Fig. 1: where the registers sit
Other sequential cells in the stronger gray, the rest of the logic in the fainter gray.
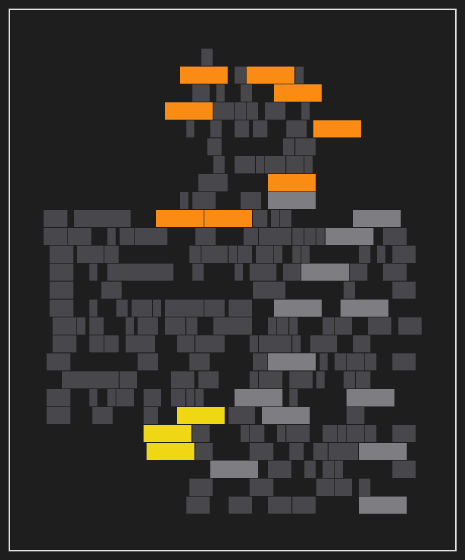
Fig. 2: clock network drawn from the DEF
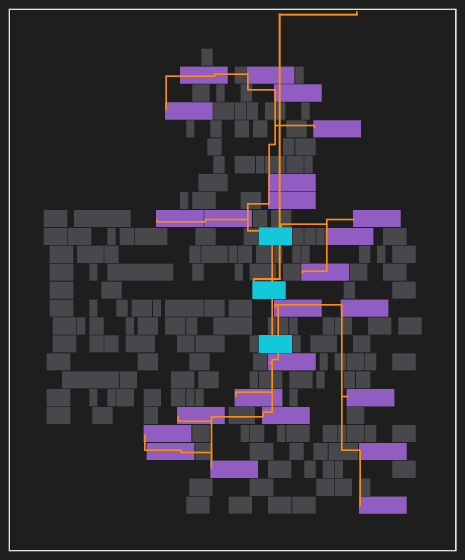
Fig. 3: port wiring
The bar under the picture is 20 um long.
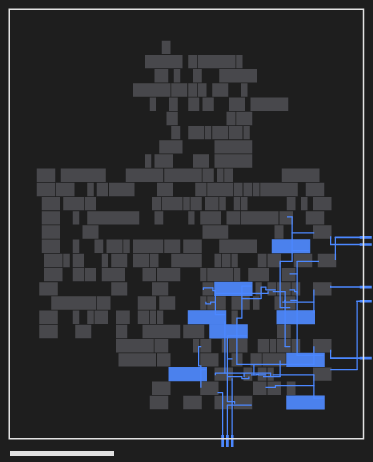
Fig. 4: the metal 1 layer
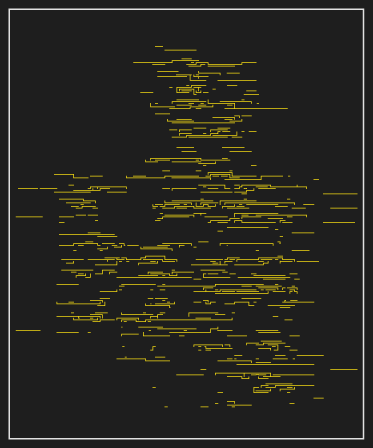
Fig. 5: track usage over the die
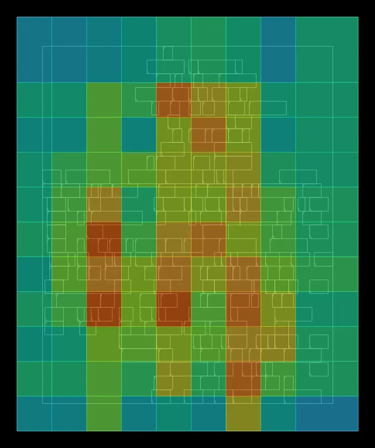
### src/rtl/traffic_pkg.sv
// Shared encodings for the three-way traffic light controller and its monitor.
// Bus patterns are packed as {M1, M2, MT, S}, each {R,Y,G} one-hot.
package traffic_pkg;

    localparam logic [2:0] LT_RED = 3'b100;
    localparam logic [2:0] LT_YEL = 3'b010;
    localparam logic [2:0] LT_GRN = 3'b001;

    localparam logic [2:0] PH_NONE = 3'd0;
    localparam logic [2:0] PH_S1   = 3'd1;
    localparam logic [2:0] PH_S2   = 3'd2;
    localparam logic [2:0] PH_S3   = 3'd3;
    localparam logic [2:0] PH_S4   = 3'd4;
    localparam logic [2:0] PH_S5   = 3'd5;
    localparam logic [2:0] PH_S6   = 3'd6;

    localparam logic [11:0] PAT_S1 = {LT_GRN, LT_GRN, LT_RED, LT_RED};
    localparam logic [11:0] PAT_S2 = {LT_GRN, LT_YEL, LT_RED, LT_RED};
    localparam logic [11:0] PAT_S3 = {LT_GRN, LT_RED, LT_GRN, LT_RED};
    localparam logic [11:0] PAT_S4 = {LT_YEL, LT_RED, LT_YEL, LT_RED};
    localparam logic [11:0] PAT_S5 = {LT_RED, LT_RED, LT_RED, LT_GRN};
    localparam logic [11:0] PAT_S6 = {LT_RED, LT_RED, LT_RED, LT_YEL};

    typedef struct packed {
        logic [2:0] m1;
        logic [2:0] m2;
        logic [2:0] mt;
        logic [2:0] s;
    } light_bus_t;

    // Legal phase order wraps S6 back to S1.
    function automatic logic [2:0] next_phase(input logic [2:0] ph);
        next_phase = (ph == PH_S6) ? PH_S1 : ph + 3'd1;
    endfunction

endpackage

### src/rtl/traffic_phase_decode.sv
// Maps a sampled 12-bit light pattern to its phase code; anything outside
// the six reference patterns is reported as not legal.
module traffic_phase_decode
    import traffic_pkg::*;
(
    input  logic [11:0] pattern,
    output logic [2:0]  phase,
    output logic        legal
);

    always_comb begin
        phase = PH_NONE;
        legal = 1'b1;
        case (pattern)
            PAT_S1:  phase = PH_S1;
            PAT_S2:  phase = PH_S2;
            PAT_S3:  phase = PH_S3;
            PAT_S4:  phase = PH_S4;
            PAT_S5:  phase = PH_S5;
            PAT_S6:  phase = PH_S6;
            default: legal = 1'b0;
        endcase
    end

endmodule

### src/rtl/traffic_light_monitor.sv
// Passive observer of the controller's light buses: tracks phase order and
// durations, raises sticky error flags, and counts completed laps.
module traffic_light_monitor
    import traffic_pkg::*;
#(
    parameter int T_S1 = 7,
    parameter int T_S2 = 2,
    parameter int T_S3 = 5,
    parameter int T_S4 = 2,
    parameter int T_S5 = 3,
    parameter int T_S6 = 2,
    parameter int DW   = 8
) (
    input  logic       clk,
    input  logic       reset,
    input  logic [2:0] light_M1,
    input  logic [2:0] light_M2,
    input  logic [2:0] light_MT,
    input  logic [2:0] light_S,
    output logic [2:0] phase,
    output logic       locked,
    output logic       err_illegal,
    output logic       err_seq,
    output logic       err_time,
    output logic [7:0] cycle_count
);

    light_bus_t    bus;
    logic [2:0]    dec_phase;
    logic          dec_legal;
    logic [2:0]    prev_phase;
    logic [DW-1:0] dur_cnt;
    logic          first;
    logic          in_order;
    logic          dur_ok;

    assign bus = '{m1: light_M1, m2: light_M2, mt: light_MT, s: light_S};

    traffic_phase_decode u_decode (
        .pattern (bus),
        .phase   (dec_phase),
        .legal   (dec_legal)
    );

    function automatic logic [DW-1:0] t_of(input logic [2:0] ph);
        case (ph)
            PH_S1:   t_of = DW'(T_S1);
            PH_S2:   t_of = DW'(T_S2);
            PH_S3:   t_of = DW'(T_S3);
            PH_S4:   t_of = DW'(T_S4);
            PH_S5:   t_of = DW'(T_S5);
            PH_S6:   t_of = DW'(T_S6);
            default: t_of = '0;
        endcase
    endfunction

    assign in_order = (dec_phase == next_phase(phase));
    assign dur_ok   = (dur_cnt == t_of(phase));

    always_ff @(posedge clk) begin
        if (!reset) begin
            phase       <= PH_NONE;
            prev_phase  <= PH_NONE;
            locked      <= 1'b0;
            err_illegal <= 1'b0;
            err_seq     <= 1'b0;
            err_time    <= 1'b0;
            cycle_count <= 8'd0;
            dur_cnt     <= '0;
            first       <= 1'b1;
        end else if (!dec_legal) begin
            err_illegal <= 1'b1;
            locked      <= 1'b0;
            phase       <= PH_NONE;
            dur_cnt     <= '0;
            first       <= 1'b1;
        end else if (!locked) begin
            // The phase we land in may be partial, so its length is not checked.
            locked  <= 1'b1;
            phase   <= dec_phase;
            dur_cnt <= DW'(1);
            first   <= 1'b1;
        end else if (dec_phase == phase) begin
            if (dur_cnt != '1)
                dur_cnt <= dur_cnt + DW'(1);
        end else begin
            if (!in_order)
                err_seq <= 1'b1;
            if (!first && !dur_ok)
                err_time <= 1'b1;
            if (in_order && phase == PH_S6)
                cycle_count <= cycle_count + 8'd1;
            prev_phase <= phase;
            phase      <= dec_phase;
            dur_cnt    <= DW'(1);
            first      <= 1'b0;
        end
    end

endmodule

### config.mk
export PLATFORM = sky130hd
export DESIGN_NAME = traffic_light_monitor
export DESIGN_NICKNAME = d
export VERILOG_FILES = /design/src/rtl/traffic_pkg.sv /design/src/rtl/traffic_phase_decode.sv /design/src/rtl/traffic_light_monitor.sv
export SDC_FILE = /design/constraint.sdc
export NUM_CORES = 1
export LEC_CHECK = 0
export ABC_CLOCK_PERIOD_IN_PS = 8600
export CORE_ASPECT_RATIO = 1.25
export CORE_MARGIN = 5
export CORE_UTILIZATION = 35
export CTS_CLUSTER_SIZE = 25
export DETAILED_ROUTE_END_ITERATION = 12
export GPL_TIMING_DRIVEN = 0
export PLACE_DENSITY_LB_ADDON = 0.3
export SLEW_MARGIN = 10
export SYNTH_ARGS = -nofsm -noshare
export SYNTH_HDL_FRONTEND = slang
export SYNTH_HIERARCHICAL = 1
export SYNTH_SLANG_ARGS = --single-unit
### constraint.sdc
create_clock -name clk -period 8.6 [get_ports clk]
set_clock_uncertainty 0.15 [all_clocks]
set_input_delay 2.15 -clock clk [delete_from_list [all_inputs] [get_ports clk]]
set_output_delay 2.15 -clock clk [all_outputs]
set_load 0.01 [all_outputs]
==> reports/metrics.cfg <==
[pwr]
pwr-share-comb_pct=8.2
p_comb_uw=15.7
power_frac_seq_pct=58.5

[synthesis]
synth.top_cell.area_share_pct=33.1
top_cell=dfxtp_1
syn_area_sq_um=1450
top_logic_kind=simple AND/OR/NAND/NOR gates
syn_inst=163
edf_count=0

[global_routing]
grt_pass1_vias=1183
grt_max_degree=13

[floorplan]
dieArea_sq_um=5540
core_area_sq_um=4070
row_count=26
die_h_um=82.0

[detailed_routing]
met2_wirelength_um=1500
first_pass_iters=4
drt-met1-wl_um=1390
drtIter0Drc=52
highest_layer=met4

[cts]
cts_resized=0

[min_path]
min-delay-start=err_illegal$_SDFFE_PN0N_

[finish]
syn_to_final_growth_pct=27.0
mostFrequentLayoutCell=clkdlybuf4s50_1

[sta]
setup_viol=0
timing.final.crit_share_pct=61.0
rsz0062_at_grt=no
maxSlewHeadroom_pct=62.6

[critical_path]
worstPathArrival_ps=5290
critPathMaxFanout=10
end_kind=flop
r2r_start=phase[0]$_SDFFE_PN0P_
worstSetupStartpoint=light_S[0]
path_cells=clkdlybuf4s50_1, nor4b_4, nand3b_1, o221ai_1, or3b_2, a21oi_1, o32ai_1, buf_2, or4_1, a21oi_1

[job]
max-cap-violations=0

[placed_design]
place_area_sq_um=1800

[outcome]
outcome=finished, final reports clean

Notes on Fig. 1 above:
| color | name in the netlist | sequential cells |
|---|---|---|
| orange | `dur_cnt` | 8 |
| yellow | `phase` | 3 |
not colored: 13

Notes on Fig. 2 above:
[orange] clock wires | length: 286 um
[cyan] cells driving clock nets | count: 3
[purple] flip-flops | count: 24
routed clock nets: 4
Clock Power Share: 33.3%
Clk power: 63.3 uW

Notes on Fig. 3 above:
| color | port | direction | edge | end cells | buffers | wire |
|---|---|---|---|---|---|---|
| blue | `cycle_count` | output | 5 east, 3 south | 8 | 8 | 324 um |
port buffer count: 28
I/O pin count: 29

Notes on Fig. 4 above:
share of all routed wire: 46%
main direction: horizontal

Notes on Fig. 5 above:
DR WL/cell: 12.2 um
GRT Resource Usage Total: 11.5%
GR Util met1: 13.8%

## worst max-delay path, delay by kind of cell
kind	cells	cell delay, ps
AOI/OAI and AO/OA	4	900
buffers and inverters	2	730
and+or+nand+nor	4	1510
## area by class of cell
| type | count | area, sq um |
|---|---|---|
| sequential | 24 | 480 |
| clock buffer | 3 | 41.3 |
| timing repair buffer | 28 | 280 |
| tap | 56 | 70.1 |
| fill | 417 | 2220 |
| multi-input combinational | 126 | 897 |
| buffer | 7 | 50.0 |
| inverter | 6 | 22.5 |
## registers in the layout, summed over array words and instances (netlist names)
signal and cells:
err_illegal 1, dur_cnt 8, phase 3, cycle_count 8
locked 1, err_seq 1, err_time 1, first 1
No activity file was given, so power comes from the tool's default toggle rates.
